Figure 1. Cell classes on the final placement.
Scale bar: 50 um.
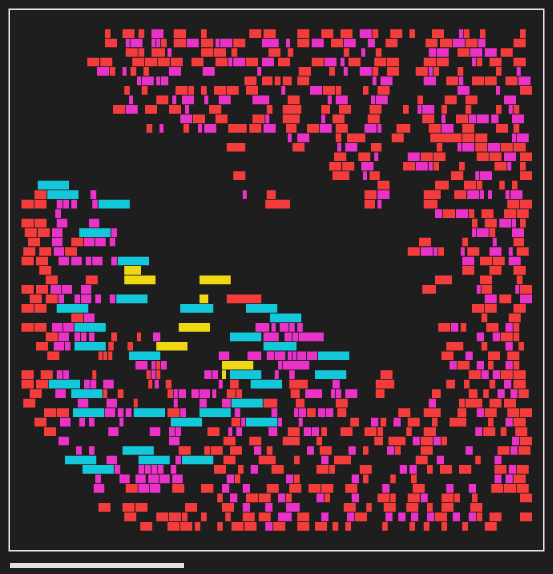
Figure 2. Clock distribution.
Scale bar: 50 um.
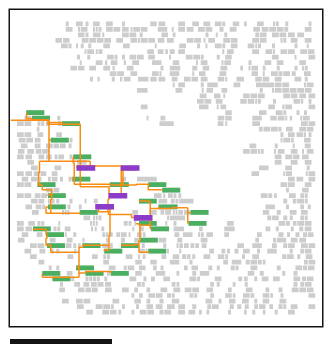
Figure 3. Floorplan with the power grid.
Pins as bars on the die edge. Tap cells in grey.
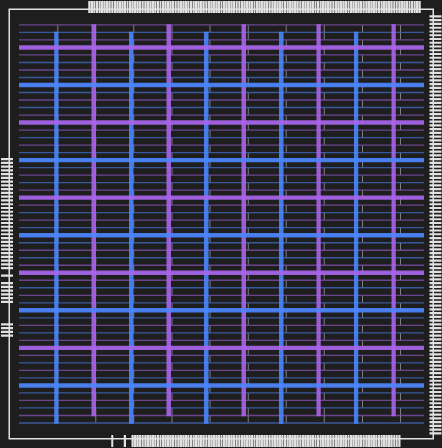
Figure 4. Gate-type map.
Scale bar: 50 um.
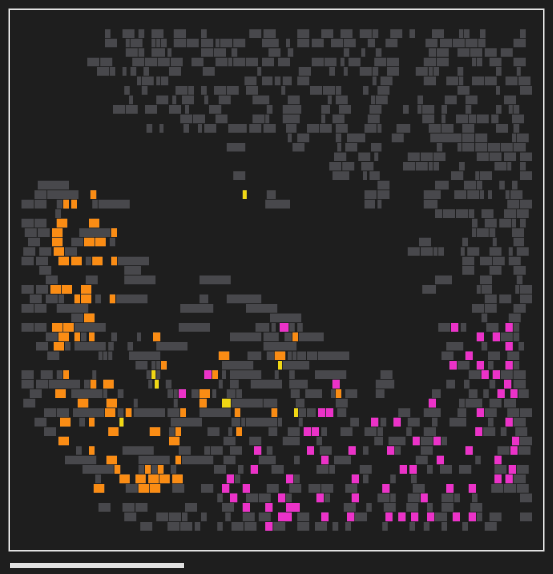
Figure 5. The clock network.
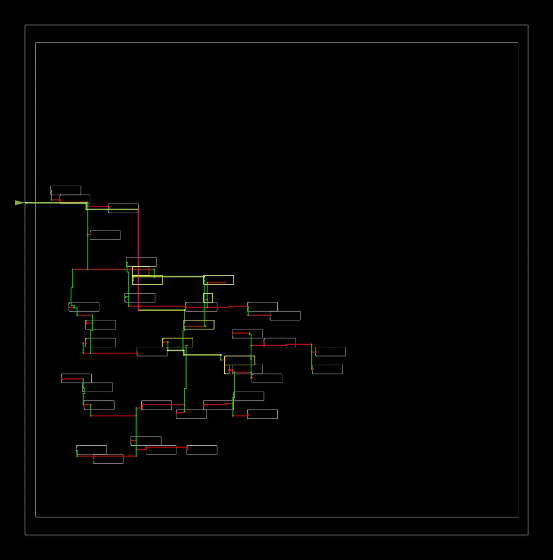
**config.mk**
```make
export PLATFORM = sky130hd
export DESIGN_NAME = ddr3_cmd_arbiter_flat
export DESIGN_NICKNAME = d
export VERILOG_FILES = /design/src/rtl/ddr3_cmd_arbiter_pkg.sv /design/src/rtl/ddr3_cmd_arbiter_if.sv /design/src/rtl/ddr3_cmd_arbiter_rr_pick.sv /design/src/rtl/ddr3_cmd_arbiter.sv /design/src/flat_wrapper.sv
export SDC_FILE = /design/constraint.sdc
export NUM_CORES = 1
export LEC_CHECK = 0
export CAP_MARGIN = 20
export CORE_AREA = 3 3 150 152
export DETAILED_ROUTE_END_ITERATION = 6
export DIE_AREA = 0 0 153 155
export GPL_TIMING_DRIVEN = 0
export PLACE_DENSITY_LB_ADDON = 0.2
export SYNTH_ARGS = -nofsm -noshare
export SYNTH_HDL_FRONTEND = slang
export SYNTH_SLANG_ARGS = --single-unit
```
**constraint.sdc**
```tcl
create_clock -name cpu_clk -period 1.8 [get_ports cpu_clk]
set_input_delay 0.27 -clock cpu_clk [delete_from_list [all_inputs] [get_ports cpu_clk]]
set_output_delay 0.27 -clock cpu_clk [all_outputs]
set_load 0.01 [all_outputs]
```
**src/rtl/ddr3_cmd_arbiter_pkg.sv**
```systemverilog
`default_nettype none
// ============================================================================
// Package  : ddr3_mem_pkg
// Brief    : Shared types and constants for the DDR3 command arbiter slice.
// Revision : 1.0 - initial release
// ============================================================================
package ddr3_mem_pkg;

    typedef enum logic [1:0] {
        ARB_IDLE  = 2'd0,
        ARB_ISSUE = 2'd1,
        ARB_WDATA = 2'd2,
        ARB_RDATA = 2'd3
    } arb_state_t;

    localparam logic CMD_WRITE   = 1'b1;
    localparam logic CMD_READ    = 1'b0;
    localparam int   BURST_WORDS = 16;

    // Data phase that follows an accepted command of the given type
    function automatic arb_state_t data_state(input logic cmd);
        return (cmd == CMD_WRITE) ? ARB_WDATA : ARB_RDATA;
    endfunction

endpackage
`default_nettype wire

```
**src/rtl/ddr3_cmd_arbiter_if.sv**
```systemverilog
`default_nettype none
// ============================================================================
// Interface: ddr3_cmd_arbiter_if
// Brief    : Requester-side and controller-side signals of the command
//            arbiter. master = arbiter, slave = requesters + controller.
// Revision : 1.0 - initial release
// ============================================================================
interface ddr3_cmd_arbiter_if #(
    parameter int NUM_REQ = 2,
    parameter int ADDR_W  = 15,
    parameter int BA_W    = 3,
    parameter int DATA_W  = 64
);
    // requester side
    logic [NUM_REQ-1:0]        req;
    logic [NUM_REQ-1:0]        req_cmd;
    logic [NUM_REQ*BA_W-1:0]   req_ba;
    logic [NUM_REQ*ADDR_W-1:0] req_addr;
    logic [NUM_REQ*DATA_W-1:0] req_wr_data;
    logic [NUM_REQ-1:0]        grant;
    logic [NUM_REQ-1:0]        wr_data_ack;
    logic [NUM_REQ-1:0]        rd_valid;
    logic [DATA_W-1:0]         rd_data;
    // controller side
    logic                      addr_valid;
    logic                      cmd;
    logic [BA_W-1:0]           ba;
    logic [ADDR_W-1:0]         addr;
    logic [DATA_W-1:0]         wr_data;
    logic                      cmd_rdy;
    logic                      wr_data_valid;
    logic [DATA_W-1:0]         ctl_rd_data;
    logic                      ctl_rd_valid;
    logic                      proto_err;

    modport master (
        input  req, req_cmd, req_ba, req_addr, req_wr_data,
        input  cmd_rdy, wr_data_valid, ctl_rd_data, ctl_rd_valid,
        output grant, wr_data_ack, rd_valid, rd_data,
        output addr_valid, cmd, ba, addr, wr_data, proto_err
    );

    modport slave (
        output req, req_cmd, req_ba, req_addr, req_wr_data,
        output cmd_rdy, wr_data_valid, ctl_rd_data, ctl_rd_valid,
        input  grant, wr_data_ack, rd_valid, rd_data,
        input  addr_valid, cmd, ba, addr, wr_data, proto_err
    );

endinterface
`default_nettype wire

```
**src/rtl/ddr3_cmd_arbiter_rr_pick.sv**
```systemverilog
`default_nettype none
// ============================================================================
// Module   : ddr3_rr_pick
// Brief    : Combinational round-robin picker. Search starts at i_ptr and
//            walks upward with wrap; the first asserted request wins.
// Revision : 1.0 - initial release
// ============================================================================
module ddr3_rr_pick #(
    parameter int NUM_REQ = 2,
    parameter int IDX_W   = $clog2(NUM_REQ)
) (
    input  wire logic [NUM_REQ-1:0] i_req,
    input  wire logic [IDX_W-1:0]   i_ptr,
    output logic      [NUM_REQ-1:0] o_onehot,
    output logic      [IDX_W-1:0]   o_idx,
    output logic                    o_any
);

    logic [NUM_REQ-1:0] w_rot;
    logic               w_hit;
    int                 w_off;
    int                 w_sel;

    // Rotate so bit 0 is the pointer position, take the lowest hit, unrotate
    always_comb begin
        w_rot = NUM_REQ'({i_req, i_req} >> i_ptr);
        w_hit = 1'b0;
        w_off = 0;
        for (int i = NUM_REQ - 1; i >= 0; i--) begin
            if (w_rot[i]) begin
                w_hit = 1'b1;
                w_off = i;
            end
        end
        w_sel = int'(i_ptr) + w_off;
        if (w_sel >= NUM_REQ) begin
            w_sel = w_sel - NUM_REQ;
        end
        o_onehot = '0;
        for (int k = 0; k < NUM_REQ; k++) begin
            o_onehot[k] = w_hit && (k == w_sel);
        end
        o_idx = IDX_W'(w_sel);
        o_any = w_hit;
    end

endmodule
`default_nettype wire

```
**src/rtl/ddr3_cmd_arbiter.sv**
```systemverilog
`default_nettype none
// ============================================================================
// Module   : ddr3_cmd_arbiter
// Brief    : Round-robin arbiter sharing the controller command/data channel
//            between NUM_REQ sources; holds the grant for a whole burst.
// Revision : 1.0 - initial release
// ============================================================================
module ddr3_cmd_arbiter #(
    parameter int NUM_REQ     = 2,
    parameter int ADDR_W      = 15,
    parameter int BA_W        = 3,
    parameter int DATA_W      = 64,
    parameter int BURST_WORDS = ddr3_mem_pkg::BURST_WORDS
) (
    input  wire logic          cpu_clk,
    input  wire logic          cpu_rst,
    ddr3_cmd_arbiter_if.master bus
);
    import ddr3_mem_pkg::*;

    localparam int IDX_W = $clog2(NUM_REQ);
    localparam int CNT_W = $clog2(BURST_WORDS) + 1;
    localparam logic [CNT_W-1:0] c_last_word = CNT_W'(BURST_WORDS - 1);
    localparam logic [IDX_W-1:0] c_idx_max   = IDX_W'(NUM_REQ - 1);

    arb_state_t         r_state;
    logic [NUM_REQ-1:0] r_grant;
    logic [IDX_W-1:0]   r_gidx;
    logic [IDX_W-1:0]   r_ptr;
    logic               r_addr_valid;
    logic               r_cmd;
    logic [BA_W-1:0]    r_ba;
    logic [ADDR_W-1:0]  r_addr;
    logic [CNT_W-1:0]   r_cnt;
    logic               r_proto_err;

    logic [NUM_REQ-1:0] w_win_oh;
    logic [IDX_W-1:0]   w_win_idx;
    logic               w_win_any;
    logic               w_beat;
    logic               w_stray;
    logic [IDX_W-1:0]   w_ptr_next;
    logic [DATA_W-1:0]  w_wr_data;
    logic [NUM_REQ-1:0] w_wr_ack;
    logic [NUM_REQ-1:0] w_rd_valid;
    logic [DATA_W-1:0]  w_rd_data;

    // Winner of the round-robin search; only consumed while idle
    ddr3_rr_pick #(
        .NUM_REQ (NUM_REQ),
        .IDX_W   (IDX_W)
    ) u_pick (
        .i_req    (bus.req),
        .i_ptr    (r_ptr),
        .o_onehot (w_win_oh),
        .o_idx    (w_win_idx),
        .o_any    (w_win_any)
    );

    // A beat counts only in the matching data phase; anything else is stray
    assign w_beat  = ((r_state == ARB_WDATA) && bus.wr_data_valid) ||
                     ((r_state == ARB_RDATA) && bus.ctl_rd_valid);
    assign w_stray = ((r_state != ARB_WDATA) && bus.wr_data_valid) ||
                     ((r_state != ARB_RDATA) && bus.ctl_rd_valid);
    assign w_ptr_next = (r_gidx == c_idx_max) ? '0 : r_gidx + 1'b1;

    // Arbitration FSM with registered grant, command fields and error flag
    always_ff @(posedge cpu_clk or posedge cpu_rst) begin
        if (cpu_rst) begin
            r_state      <= ARB_IDLE;
            r_grant      <= '0;
            r_gidx       <= '0;
            r_ptr        <= '0;
            r_addr_valid <= 1'b0;
            r_cmd        <= CMD_READ;
            r_ba         <= '0;
            r_addr       <= '0;
            r_cnt        <= '0;
            r_proto_err  <= 1'b0;
        end else begin
            if (w_stray) begin
                r_proto_err <= 1'b1;
            end
            case (r_state)
                ARB_IDLE: begin
                    if (w_win_any) begin
                        r_grant      <= w_win_oh;
                        r_gidx       <= w_win_idx;
                        r_cmd        <= bus.req_cmd[w_win_idx];
                        r_ba         <= bus.req_ba[int'(w_win_idx)*BA_W +: BA_W];
                        r_addr       <= bus.req_addr[int'(w_win_idx)*ADDR_W +: ADDR_W];
                        r_addr_valid <= 1'b1;
                        r_state      <= ARB_ISSUE;
                    end
                end
                ARB_ISSUE: begin
                    if (bus.cmd_rdy) begin
                        r_addr_valid <= 1'b0;
                        r_state      <= data_state(r_cmd);
                    end
                end
                ARB_WDATA, ARB_RDATA: begin
                    if (w_beat) begin
                        if (r_cnt == c_last_word) begin
                            r_cnt   <= '0;
                            r_grant <= '0;
                            r_ptr   <= w_ptr_next;
                            r_state <= ARB_IDLE;
                        end else begin
                            r_cnt <= r_cnt + 1'b1;
                        end
                    end
                end
                default: r_state <= ARB_IDLE;
            endcase
        end
    end

    // Data steering: only the granted requester sees acks/read strobes
    always_comb begin
        w_wr_data  = '0;
        w_wr_ack   = '0;
        w_rd_valid = '0;
        w_rd_data  = '0;
        if (r_state == ARB_WDATA) begin
            w_wr_data = bus.req_wr_data[int'(r_gidx)*DATA_W +: DATA_W];
            w_wr_ack  = r_grant & {NUM_REQ{bus.wr_data_valid}};
        end
        if (r_state == ARB_RDATA) begin
            w_rd_data  = bus.ctl_rd_data;
            w_rd_valid = r_grant & {NUM_REQ{bus.ctl_rd_valid}};
        end
    end

    assign bus.grant       = r_grant;
    assign bus.addr_valid  = r_addr_valid;
    assign bus.cmd         = r_cmd;
    assign bus.ba          = r_ba;
    assign bus.addr        = r_addr;
    assign bus.proto_err   = r_proto_err;
    assign bus.wr_data     = w_wr_data;
    assign bus.wr_data_ack = w_wr_ack;
    assign bus.rd_valid    = w_rd_valid;
    assign bus.rd_data     = w_rd_data;

endmodule
`default_nettype wire

```
**src/flat_wrapper.sv**
```systemverilog
// flat-port wrapper written by rule: the top's interface ports become plain ports
module ddr3_cmd_arbiter_flat import ddr3_mem_pkg::*;
#(
    parameter int NUM_REQ     = 2,
    parameter int ADDR_W      = 15,
    parameter int BA_W        = 3,
    parameter int DATA_W      = 64,
    parameter int BURST_WORDS = ddr3_mem_pkg::BURST_WORDS
)
  (cpu_clk, cpu_rst, bus_req, bus_req_cmd, bus_req_ba, bus_req_addr, bus_req_wr_data, bus_cmd_rdy, bus_wr_data_valid, bus_ctl_rd_data, bus_ctl_rd_valid, bus_grant, bus_wr_data_ack, bus_rd_valid, bus_rd_data, bus_addr_valid, bus_cmd, bus_ba, bus_addr, bus_wr_data, bus_proto_err);
  ddr3_cmd_arbiter_if #(.NUM_REQ(NUM_REQ), .ADDR_W(ADDR_W), .BA_W(BA_W), .DATA_W(DATA_W)) bus_i ();
  input  wire logic cpu_clk;
  input  wire logic cpu_rst;
  input wire logic [$bits(bus_i.req)-1:0] bus_req;
  input wire logic [$bits(bus_i.req_cmd)-1:0] bus_req_cmd;
  input wire logic [$bits(bus_i.req_ba)-1:0] bus_req_ba;
  input wire logic [$bits(bus_i.req_addr)-1:0] bus_req_addr;
  input wire logic [$bits(bus_i.req_wr_data)-1:0] bus_req_wr_data;
  input wire logic [$bits(bus_i.cmd_rdy)-1:0] bus_cmd_rdy;
  input wire logic [$bits(bus_i.wr_data_valid)-1:0] bus_wr_data_valid;
  input wire logic [$bits(bus_i.ctl_rd_data)-1:0] bus_ctl_rd_data;
  input wire logic [$bits(bus_i.ctl_rd_valid)-1:0] bus_ctl_rd_valid;
  output wire logic [$bits(bus_i.grant)-1:0] bus_grant;
  output wire logic [$bits(bus_i.wr_data_ack)-1:0] bus_wr_data_ack;
  output wire logic [$bits(bus_i.rd_valid)-1:0] bus_rd_valid;
  output wire logic [$bits(bus_i.rd_data)-1:0] bus_rd_data;
  output wire logic [$bits(bus_i.addr_valid)-1:0] bus_addr_valid;
  output wire logic [$bits(bus_i.cmd)-1:0] bus_cmd;
  output wire logic [$bits(bus_i.ba)-1:0] bus_ba;
  output wire logic [$bits(bus_i.addr)-1:0] bus_addr;
  output wire logic [$bits(bus_i.wr_data)-1:0] bus_wr_data;
  output wire logic [$bits(bus_i.proto_err)-1:0] bus_proto_err;
  assign bus_i.req = bus_req;
  assign bus_i.req_cmd = bus_req_cmd;
  assign bus_i.req_ba = bus_req_ba;
  assign bus_i.req_addr = bus_req_addr;
  assign bus_i.req_wr_data = bus_req_wr_data;
  assign bus_i.cmd_rdy = bus_cmd_rdy;
  assign bus_i.wr_data_valid = bus_wr_data_valid;
  assign bus_i.ctl_rd_data = bus_ctl_rd_data;
  assign bus_i.ctl_rd_valid = bus_ctl_rd_valid;
  assign bus_grant = bus_i.grant;
  assign bus_wr_data_ack = bus_i.wr_data_ack;
  assign bus_rd_valid = bus_i.rd_valid;
  assign bus_rd_data = bus_i.rd_data;
  assign bus_addr_valid = bus_i.addr_valid;
  assign bus_cmd = bus_i.cmd;
  assign bus_ba = bus_i.ba;
  assign bus_addr = bus_i.addr;
  assign bus_wr_data = bus_i.wr_data;
  assign bus_proto_err = bus_i.proto_err;
  ddr3_cmd_arbiter #(.NUM_REQ(NUM_REQ), .ADDR_W(ADDR_W), .BA_W(BA_W), .DATA_W(DATA_W), .BURST_WORDS(BURST_WORDS)) u_core (.cpu_clk(cpu_clk), .cpu_rst(cpu_rst), .bus(bus_i));
endmodule
```
==> notes.md <==
• run status: finished with violations
• failing checks: setup timing
• layout buffer count excluding clock buffers: 449
• setup repair after global routing missed its margin: yes
• internal power component: 5.131 mW
• count of flip-flops and latches: 32
• Yosys warning total: 0
• area post-placement: 7438 um2
• Slew @ Worst Pin: 0.6507 ns
• most common library cells after synthesis: nor2_1, and3_1, mux2i_1
• combinational share of cell area: 0.2955
• Cell Area, Synth: 3173 um2
• number of instances in the synthesized netlist: 409
• power share of the clock group: 0.095
• Routed met3 length: 1308 um
• library cell with the highest instance count after synthesis: nor2_1
• CP startpoint: u_core.r_state[0]
• GR met2 Demand/Resource: 0.2744
• switching part of the total power: 0.4419
• register share of total power: 0.138
• count of antenna-violating nets left after detailed routing: 0
• Clk power: 0.869 mW
• Total Nets Final: 1054
• global routing usage on met3: 0.03421
• clock transition at the registers of the reported paths: 0.06 ns
• data-path buffer share of cell area in the final layout: 0.5258
• path category of the worst min-delay check: in -> async
• final core occ: 0.3513
• Worst Setup EP: bus_wr_data[41]
• Area Overhead vs Synth: 134.2%
• reg-to-reg setup timing slack: 0.13 ns
• number of diodes added for antenna fixing: 0
• Comb. pwr: 7.05 mW
• Static Leak: 3.560 nW
• power density normalized to cell area: 1237 nW/um2
• 1st-pass router iterations: 4
• per-instance average area after synthesis: 7.758 um2
• fill cell total of the finished layout: 2282
• post-synthesis sequential element count: 32
• die area: 23720 um2
• Most Crowded Layer GR: met2
• share of Yosys cell area claimed by the top area cell type: 0.2524
• most area-consuming cells after synthesis: dfrtp_1, mux2i_1, and3_1
• VDD IR max: 545.2 uV
• met2 wire length: 9803 um
• share of post-route cells with drive strength above 1: 0.2326
• via count of the first global-routing pass: 4765
• number of well taps: 275
• parity-gate share of the synthesized area counting xor and xnor cells: 0.002760
• TritonCTS sink count: 32
• width of the die: 153 um
• area fraction in full adders, half adders and majority gates: 0.003943
• clock tree buffer depth: 2
• final hold slack: 0.3894 ns
• data arrival time at the worst-slack endpoint: 1.55 ns
• Switching Power: 4.062 mW
• YS chip area: 3173 um2
• setup TNS: -0.05508 ns
• Fin. Hold Viols: 0
• fraction of area in clock buffers and inverters: 0.02021
• met1 Usage GRT: 0.1933
• remaining max-slew budget at the tightest pin: 0.5657
• main kind of combinational logic by area: simple AND/OR/NAND/NOR gates
• final slew viol count: 0
• count of instantiated cells in the yosys netlist: 409
• multiplexer area fraction after synthesis: 0.2196
• part of the Yosys area used for sequential elements: 0.2524
• # H-tree levels: 2
• sequential group power: 1.27 mW
• setup violation total in the final timing report: 4
• wire length per cell: 18.00 um
• group drawing the most power: combinational logic
• startpoint-to-endpoint class of the critical path: reg -> out
• # IOs: 392
• Critical Path End Type: output port
• weighted congestion at the end of routability-driven global placement: 0.7772
• met1 layer wirelength in the final routing: 8197 um
• proportion of power drawn by combinational gates: 0.767
• Gate Area: 2196 um2
• initial antenna violation count: 1
• fraction of synthesis flops using an asynchronous set or reset pin: 1.000
• sum of internal, switching and leakage power: 9.193 mW
• ys flop type: dfrtp_1
• clock tree from TritonCTS: built
• vertical die dimension: 155 um
• and-or/or-and share of the synthesized area: 0.1597
• cell class ranked first by area: non-clock buffers
• Avg Vias per Cell: 4.304
• tally of unique sky130hd cells used after synthesis: 31
• endpoint of the worst-slack reg-to-reg timing path: u_core.r_cnt[1]
• storage element area: 803.3 um2
• element type at the critical path start: flop
• non-clock inverter instance count of the final layout: 7
• final design area excluding fillers: 7431 um2
• GRT Residual Overflow: 0
• path depth of the worst reg2reg path: 5
• syn_nets: 647
• top routing layer in use: met5
• pin count of the biggest net entering global routing: 20
• number of OpenROAD warnings: 28
• combinational gate count: 321
• peak clock frequency supported by timing: 548.8 MHz
• required time worst endpoint: 1.53 ns
• dpl hpwl: 15910 um
• number of placed instances with taps included: 1074
• global-route wire length before repair: 29390 um
• highest fanout seen on the critical path: 10
• first-iteration detailed-routing DRC count: 219
• Core Region: 21150 um2
• hold-fix buffers at CTS: 0
• total number of vias: 4700
• clock buffer count from CTS: 5
• Core Density at Floorplan: 0.1500
• biggest area consumer among synthesized cells: dfrtp_1
• number of standard-cell rows in the floorplan: 53
• startpoint of the worst-slack reg-to-reg timing path: u_core.r_state[0]
• post-synthesis share of cell area spent on and, or, nand and nor gates: 0.2890
• count of flip-flops with a built-in enable after synthesis: 0
• Final Worst Setup Slack: -0.02210 ns
• setup slack at placement: -0.6332 ns
• final cycle utilization of the critical path: 1.012
• non-filler cells, final: 1092
• Period minus WS final: 1.822 ns
• max-capacitance violation count: 0
• wire length after detailed routing: 19660 um
• fraction of area in registers: 0.1081
• DRC violations left: 0
• clock root buffer: clkbuf_16
• total of buffers placed on input and output ports: 389
• aggregate global-route resource usage: 0.1536
Notes on Figure 1 above:
colour	class	cells	share of their area
magenta	combinational and other logic	328	31%
red	remaining buffers and delay cells	449	55%
yellow	clock drivers and dummy loads	8	2.1%
cyan	sequential cells	32	11%

Notes on Figure 2 above:
[orange] clock wires | length: 576 um
[green] flip-flops | count: 32
[purple] clock drivers | count: 5
routed clock nets	6

Notes on Figure 3 above:
colour	net
blue	VSS
purple	VDD
tap cells	275
met5 straps	10
met4 straps	10

Notes on Figure 4 above:
colour	family	cells
orange	aoi and oai cells	70
yellow	inv cells	7
magenta	and/or cells	72

Notes on Figure 5 above:
clk ins delay skew pair: 0.28 ns
CLK BUF: 7
skew final: 0.009105 ns

-- state kept, by name, summed over array words and instances (netlist names) --
| name | flops |
|---|---|
| u_core.bus.addr_valid | 1 |
| u_core.bus.cmd | 1 |
| u_core.bus.ba | 3 |
| u_core.r_state | 2 |
| u_core.r_gidx | 1 |
| u_core.r_ptr | 1 |
| u_core.bus.grant | 2 |
| u_core.bus.addr | 15 |
| u_core.r_cnt | 5 |
| u_core.bus.proto_err | 1 |
-- worst max-delay path: stages (launching register included) --
cell	delay (ns)
dfrtp_1	0.37
buf_6	0.13
clkinvlp_4	0.12
nand2_8	0.10
clkbuf_8	0.18
nor2_1	0.09
dlygate4sd2_1	0.28
-- cells in the final DEF, fill, tap and decap left out, types with 2 or more instances in the layout --
cell type	instances
o21ai_0	23
inv_1	4
dfrtp_2	2
clkbuf_8	13
dlygate4sd2_1	8
nand3_1	21
clkinvlp_4	2
nor2_1	62
o2111ai_1	38
clkdlybuf4s50_1	257
nand3b_1	2
and3_1	67
buf_2	68
nand2b_1	3
nand2_1	9
clkinv_1	2
nor2_2	8
mux2i_2	3
clkbuf_16	6
clkbuf_2	50
clkbuf_1	12
clkdlybuf4s15_1	11
mux2i_1	64
a21oi_1	4
buf_4	17
dfrtp_1	30
mux2_2	2
and3_4	2
buf_6	5
buf_8	6
-- logic make-up after synthesis --
group | after synthesis
AND/OR/NAND/NOR | 180
buffers and inverters | 56
flip-flops | 32
multiplexers | 69
AND-OR/OR-AND | 70
adder cells (fa/ha/maj) | 1
XOR/XNOR | 1
-- repair_timing --
| action | 4_1_cts | 5_1_grt |
|---|---|---|
| pin swaps | 1 | 1 |
| hold endpoints to repair | 0 | 0 |
| setup endpoints to repair | 132 | 121 |
| resized | 416 | 128 |
| buffers inserted | 11 | 1 |
| gates cloned | 0 | 0 |
Power and IR drop assume default switching activity.
